===== config.mk =====
export PLATFORM = sky130hd
export DESIGN_NAME = cache_refill_ctrl
export DESIGN_NICKNAME = d
export VERILOG_FILES = /design/src/rtl/cache_pkg.sv /design/src/rtl/cache_line_store.sv /design/src/rtl/cache_refill_ctrl.sv
export SDC_FILE = /design/constraint.sdc
export NUM_CORES = 2
export LEC_CHECK = 0
export ABC_AREA = 0
export CORE_MARGIN = 2
export CORE_UTILIZATION = 50
export DETAILED_ROUTE_END_ITERATION = 16
export GPL_ROUTABILITY_DRIVEN = 0
export PLACE_DENSITY = 0.67
export SKIP_LAST_GASP = 1
export SLEW_MARGIN = 30
export SYNTH_ARGS = -nofsm -noshare
export SYNTH_HDL_FRONTEND = slang
export SYNTH_SLANG_ARGS = --single-unit

===== constraint.sdc =====
create_clock -name clk -period 7.1 [get_ports clk]
set_input_delay 0.71 -clock clk [delete_from_list [all_inputs] [get_ports clk]]
set_output_delay 0.71 -clock clk [all_outputs]
set_load 0.1 [all_outputs]

===== src/rtl/cache_pkg.sv =====
// Shared types, constants and lane helpers for the data cache refill controller.
package cache_pkg;

    // Controller sequencing states
    typedef enum logic [2:0] {
        StIdle,
        StCheck,
        StRefill,
        StWrite,
        StRespond
    } state_t;

    // Access size encodings; 2'b11 falls through to word everywhere
    localparam logic [1:0] SIZE_WORD = 2'b00;
    localparam logic [1:0] SIZE_BYTE = 2'b01;
    localparam logic [1:0] SIZE_HALF = 2'b10;

    localparam int unsigned TAG_W     = 24;
    localparam int unsigned SET_W     = 4;
    localparam int unsigned OFF_W     = 2;
    localparam int unsigned NUM_WORDS = 4;

    typedef struct packed {
        logic                            valid;
        logic [TAG_W-1:0]                tag;
        logic [NUM_WORDS-1:0][31:0]      word;
    } line_t;

    // Byte enables for a store of the given size at byte offset off
    function automatic logic [3:0] lane_be(input logic [1:0] size, input logic [1:0] off);
        case (size)
            SIZE_BYTE: return 4'b0001 << off;
            SIZE_HALF: return off[1] ? 4'b1100 : 4'b0011;
            default:   return 4'b1111;
        endcase
    endfunction

    // Move LS-aligned store data onto the byte lanes selected by off
    function automatic logic [31:0] lane_wdata(input logic [1:0] size, input logic [1:0] off,
                                               input logic [31:0] wdata);
        case (size)
            SIZE_BYTE: return {24'b0, wdata[7:0]} << {off, 3'b000};
            SIZE_HALF: return off[1] ? {wdata[15:0], 16'b0} : {16'b0, wdata[15:0]};
            default:   return wdata;
        endcase
    endfunction

    // Pull the addressed lane out of a word and zero-extend it
    function automatic logic [31:0] lane_extract(input logic [1:0] size, input logic [1:0] off,
                                                 input logic [31:0] word);
        logic [31:0] shifted;
        shifted = word >> {off, 3'b000};
        case (size)
            SIZE_BYTE: return {24'b0, shifted[7:0]};
            SIZE_HALF: return off[1] ? {16'b0, word[31:16]} : {16'b0, word[15:0]};
            default:   return word;
        endcase
    endfunction

endpackage


===== src/rtl/cache_line_store.sv =====
// Tag/valid/data storage for the direct-mapped cache: one line per set,
// byte-enabled word writes, whole-line tag install, combinational indexed read.
module cache_line_store
    import cache_pkg::*;
#(
    parameter int unsigned SetBits = 4
) (
    input  logic               clk,
    input  logic               rst_n,
    input  logic [SetBits-1:0] set_i,
    input  logic               word_we_i,
    input  logic [OFF_W-1:0]   word_sel_i,
    input  logic [3:0]         word_be_i,
    input  logic [31:0]        word_wdata_i,
    input  logic               install_i,
    input  logic [TAG_W-1:0]   tag_i,
    input  logic               inval_i,
    output line_t              line_o
);

    localparam int unsigned NumSets = 1 << SetBits;

    logic [NumSets-1:0]                        valid_q, valid_d;
    logic [NumSets-1:0][TAG_W-1:0]             tag_q, tag_d;
    logic [NumSets-1:0][NUM_WORDS-1:0][31:0]   data_q, data_d;

    // Next-state for valid bits, tags and data words of the indexed set
    always_comb begin
        valid_d = valid_q;
        tag_d   = tag_q;
        data_d  = data_q;
        if (inval_i) begin
            valid_d[set_i] = 1'b0;
        end
        if (install_i) begin
            valid_d[set_i] = 1'b1;
            tag_d[set_i]   = tag_i;
        end
        if (word_we_i) begin
            for (int b = 0; b < 4; b++) begin
                if (word_be_i[b]) begin
                    data_d[set_i][word_sel_i][8*b +: 8] = word_wdata_i[8*b +: 8];
                end
            end
        end
    end

    // Valid bits are the only storage that must come out of reset defined
    always_ff @(posedge clk or negedge rst_n) begin
        if (!rst_n) begin
            valid_q <= '0;
        end else begin
            valid_q <= valid_d;
        end
    end

    // Tag and data arrays carry no reset; they are qualified by valid
    always_ff @(posedge clk) begin
        tag_q  <= tag_d;
        data_q <= data_d;
    end

    // Combinational read of the indexed line
    always_comb begin
        line_o.valid = valid_q[set_i];
        line_o.tag   = tag_q[set_i];
        line_o.word  = data_q[set_i];
    end

endmodule


===== src/rtl/cache_refill_ctrl.sv =====
// Load/store sequencer for the memory-stage data cache: tag check, 4-beat
// read-miss refill, write-through stores, and an uncached bypass mode.
module cache_refill_ctrl
    import cache_pkg::*;
#(
    parameter int unsigned ADDR_WIDTH = 32,
    parameter int unsigned DATA_WIDTH = 32,
    parameter int unsigned SET_BITS   = 4,
    parameter int unsigned LINE_WORDS = 4
) (
    input  logic                  clk,
    input  logic                  rst_n,
    input  logic                  cpu_req,
    input  logic                  cpu_we,
    input  logic [ADDR_WIDTH-1:0] cpu_addr,
    input  logic [1:0]            cpu_size,
    input  logic [DATA_WIDTH-1:0] cpu_wdata,
    output logic                  cpu_ready,
    output logic                  cpu_resp,
    output logic [DATA_WIDTH-1:0] cpu_rdata,
    input  logic                  cache_en,
    output logic                  mem_req,
    output logic                  mem_we,
    output logic [ADDR_WIDTH-1:0] mem_addr,
    output logic [3:0]            mem_be,
    output logic [DATA_WIDTH-1:0] mem_wdata,
    input  logic [DATA_WIDTH-1:0] mem_rdata,
    input  logic                  mem_ack
);

    localparam logic [OFF_W-1:0] LastBeat = OFF_W'(LINE_WORDS - 1);

    state_t                state_q, state_d;
    logic                  we_q, we_d;
    logic [ADDR_WIDTH-1:0] addr_q, addr_d;
    logic [1:0]            size_q, size_d;
    logic [DATA_WIDTH-1:0] wdata_q, wdata_d;
    logic [OFF_W-1:0]      cnt_q, cnt_d;
    logic                  byp_q, byp_d;
    logic [DATA_WIDTH-1:0] byp_word_q, byp_word_d;

    logic                  ls_word_we;
    logic [3:0]            ls_be;
    logic [31:0]           ls_wdata;
    logic                  ls_install;
    logic                  ls_inval;
    line_t                 line;

    logic                  hit;
    logic [31:0]           resp_word;

    cache_line_store #(
        .SetBits (SET_BITS)
    ) u_store (
        .clk          (clk),
        .rst_n        (rst_n),
        .set_i        (addr_q[4 +: SET_BITS]),
        .word_we_i    (ls_word_we),
        .word_sel_i   (addr_d_sel()),
        .word_be_i    (ls_be),
        .word_wdata_i (ls_wdata),
        .install_i    (ls_install),
        .tag_i        (addr_q[ADDR_WIDTH-1:8]),
        .inval_i      (ls_inval),
        .line_o       (line)
    );

    // Refill writes go to the beat counter's word; store merges to the addressed word
    function automatic logic [OFF_W-1:0] addr_d_sel();
        return (state_q == StRefill) ? cnt_q : addr_q[3:2];
    endfunction

    // Hit qualification uses the live enable so changes apply at the next check
    always_comb begin
        hit       = line.valid && (line.tag == addr_q[ADDR_WIDTH-1:8]) && cache_en;
        resp_word = byp_q ? byp_word_q : line.word[addr_q[3:2]];
    end

    // State register and captured request
    always_ff @(posedge clk or negedge rst_n) begin
        if (!rst_n) begin
            state_q    <= StIdle;
            we_q       <= 1'b0;
            addr_q     <= '0;
            size_q     <= SIZE_WORD;
            wdata_q    <= '0;
            cnt_q      <= '0;
            byp_q      <= 1'b0;
            byp_word_q <= '0;
        end else begin
            state_q    <= state_d;
            we_q       <= we_d;
            addr_q     <= addr_d;
            size_q     <= size_d;
            wdata_q    <= wdata_d;
            cnt_q      <= cnt_d;
            byp_q      <= byp_d;
            byp_word_q <= byp_word_d;
        end
    end

    // Next-state, storage control and all outputs
    always_comb begin
        state_d    = state_q;
        we_d       = we_q;
        addr_d     = addr_q;
        size_d     = size_q;
        wdata_d    = wdata_q;
        cnt_d      = cnt_q;
        byp_d      = byp_q;
        byp_word_d = byp_word_q;

        cpu_ready  = 1'b0;
        cpu_resp   = 1'b0;
        cpu_rdata  = '0;
        mem_req    = 1'b0;
        mem_we     = 1'b0;
        mem_addr   = '0;
        mem_be     = '0;
        mem_wdata  = '0;

        ls_word_we = 1'b0;
        ls_be      = '0;
        ls_wdata   = '0;
        ls_install = 1'b0;
        ls_inval   = 1'b0;

        unique case (state_q)
            StIdle: begin
                cpu_ready = 1'b1;
                if (cpu_req) begin
                    we_d    = cpu_we;
                    addr_d  = cpu_addr;
                    size_d  = cpu_size;
                    wdata_d = cpu_wdata;
                    state_d = StCheck;
                end
            end
            StCheck: begin
                byp_d = !cache_en;
                if (we_q) begin
                    // Write-through with no allocate: only a resident line is updated
                    if (hit) begin
                        ls_word_we = 1'b1;
                        ls_be      = lane_be(size_q, addr_q[1:0]);
                        ls_wdata   = lane_wdata(size_q, addr_q[1:0], wdata_q);
                    end
                    state_d = StWrite;
                end else if (hit) begin
                    state_d = StRespond;
                end else begin
                    cnt_d    = '0;
                    // Drop the old line so a partial refill is never seen as valid
                    ls_inval = cache_en;
                    state_d  = StRefill;
                end
            end
            StRefill: begin
                mem_req = 1'b1;
                mem_be  = 4'b1111;
                if (byp_q) begin
                    mem_addr = {addr_q[ADDR_WIDTH-1:2], 2'b00};
                end else begin
                    mem_addr = {addr_q[ADDR_WIDTH-1:4], cnt_q, 2'b00};
                end
                if (mem_ack) begin
                    if (byp_q) begin
                        byp_word_d = mem_rdata;
                        state_d    = StRespond;
                    end else begin
                        ls_word_we = 1'b1;
                        ls_be      = 4'b1111;
                        ls_wdata   = mem_rdata;
                        cnt_d      = cnt_q + 1'b1;
                        if (cnt_q == LastBeat) begin
                            ls_install = 1'b1;
                            state_d    = StRespond;
                        end
                    end
                end
            end
            StWrite: begin
                mem_req   = 1'b1;
                mem_we    = 1'b1;
                mem_addr  = {addr_q[ADDR_WIDTH-1:2], 2'b00};
                mem_be    = lane_be(size_q, addr_q[1:0]);
                mem_wdata = lane_wdata(size_q, addr_q[1:0], wdata_q);
                if (mem_ack) begin
                    state_d = StRespond;
                end
            end
            StRespond: begin
                cpu_resp = 1'b1;
                if (!we_q) begin
                    cpu_rdata = lane_extract(size_q, addr_q[1:0], resp_word);
                end
                state_d = StIdle;
            end
            default: begin
                state_d = StIdle;
            end
        endcase
    end

endmodule

==> Slide: Implementation Results <==
Physical Implementation Snapshot

Critical path
  – Crit-path slowest cell: dfrtp_4
  – R2R Setup Slk: 1.02 ns
  – CP max stage delay: 0.74 ns
  – Worst reg2reg startpoint: addr_q[6]$_DFFE_PN0P_
  – Critical-path cell list: buf_12, buf_12, buf_12, mux4_2, mux4_2, mux4_2, mux2i_2, o22ai_1, and2_1, buf_4
  – Worst EP required: 6.39 ns
  – Reg2Reg Depth: 10
  – Setup crit start kind: flip-flop

Power and ir drop
  – Leakage Power: 38.0 nW
  – Sequential power: 0.0182 W
  – Seq pwr share: 0.384

Cells and area
  – Fillers: 15184
  – Signal buffers: 504
  – Max FFs per register: 2048
  – Storage cell area: 76100 um2
  – Largest regs: u_store.data_q x2048, u_store.tag_q x384
  – Fin util: 0.577
  – Largest register by flop count: u_store.data_q

Placement
  – Post-place setup slack: 0.770 ns

Drt
  – Top Layer Used: met5
  – Post-route ant nets: 0
  – M1 wire length: 112000 um

GRT
  – Grt met2 use: 0.417
  – Largest net degree at the start of global routing: 195
  – Initial antenna violation count: 23
  – Grt ovf: 0

STA
  – RSZ-0062 raised after global routing: no
  – Final Critical Period: 7.00 ns

Floorplanning
  – Die Area: 213000 um2

Clock network
  – CTS Hold Bufs: 1

Logic synthesis
  – Synth Area in Simple Gates: 0.0508
  – Netlist area before placement: 105000 um2
  – Adder Area Share: 0.000359
  – Largest non-sequential cell family by area: multiplexers
  – Seq share, synth: 0.727
  – Count leader, synth: edfxtp_1

Run status
  – Status: complete, no violations

Flow run
  – Tool warnings: 37

Min path
  – Worst hold start: cpu_addr[17]
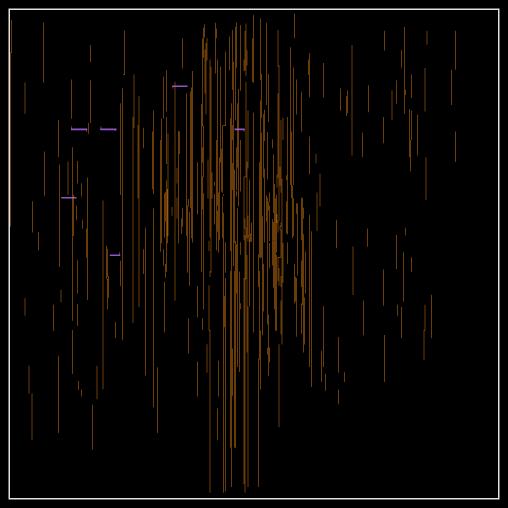
(routed metal, one colour a layer)
Only two layers are drawn.
colour	layer	wire length
purple	metal 5	69.9 um
orange	metal 4	17600 um

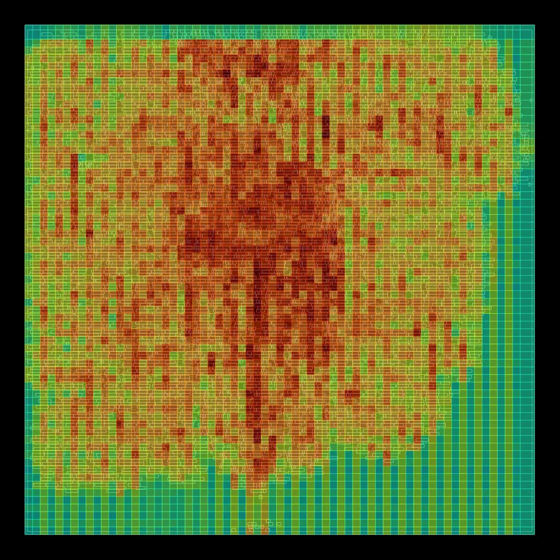
(routing congestion)
met1 GRT Util: 0.387
DR WL/cell: 33.9 um
total track usage: 0.281
GR Util met3: 0.0629

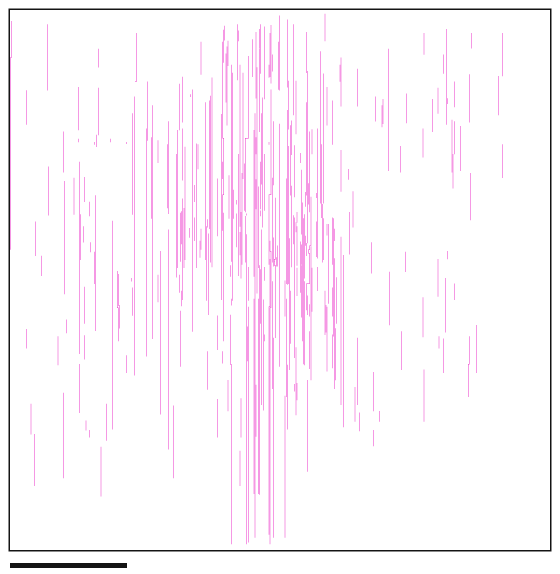
(M4 wires)
Bar = 100 um.
share of all routed wire	5.9%
wire length on this layer	17600 um
WL final: 298000 um
via count: 57067

Power figures rest on the tool's default switching activity, not on a simulated workload.
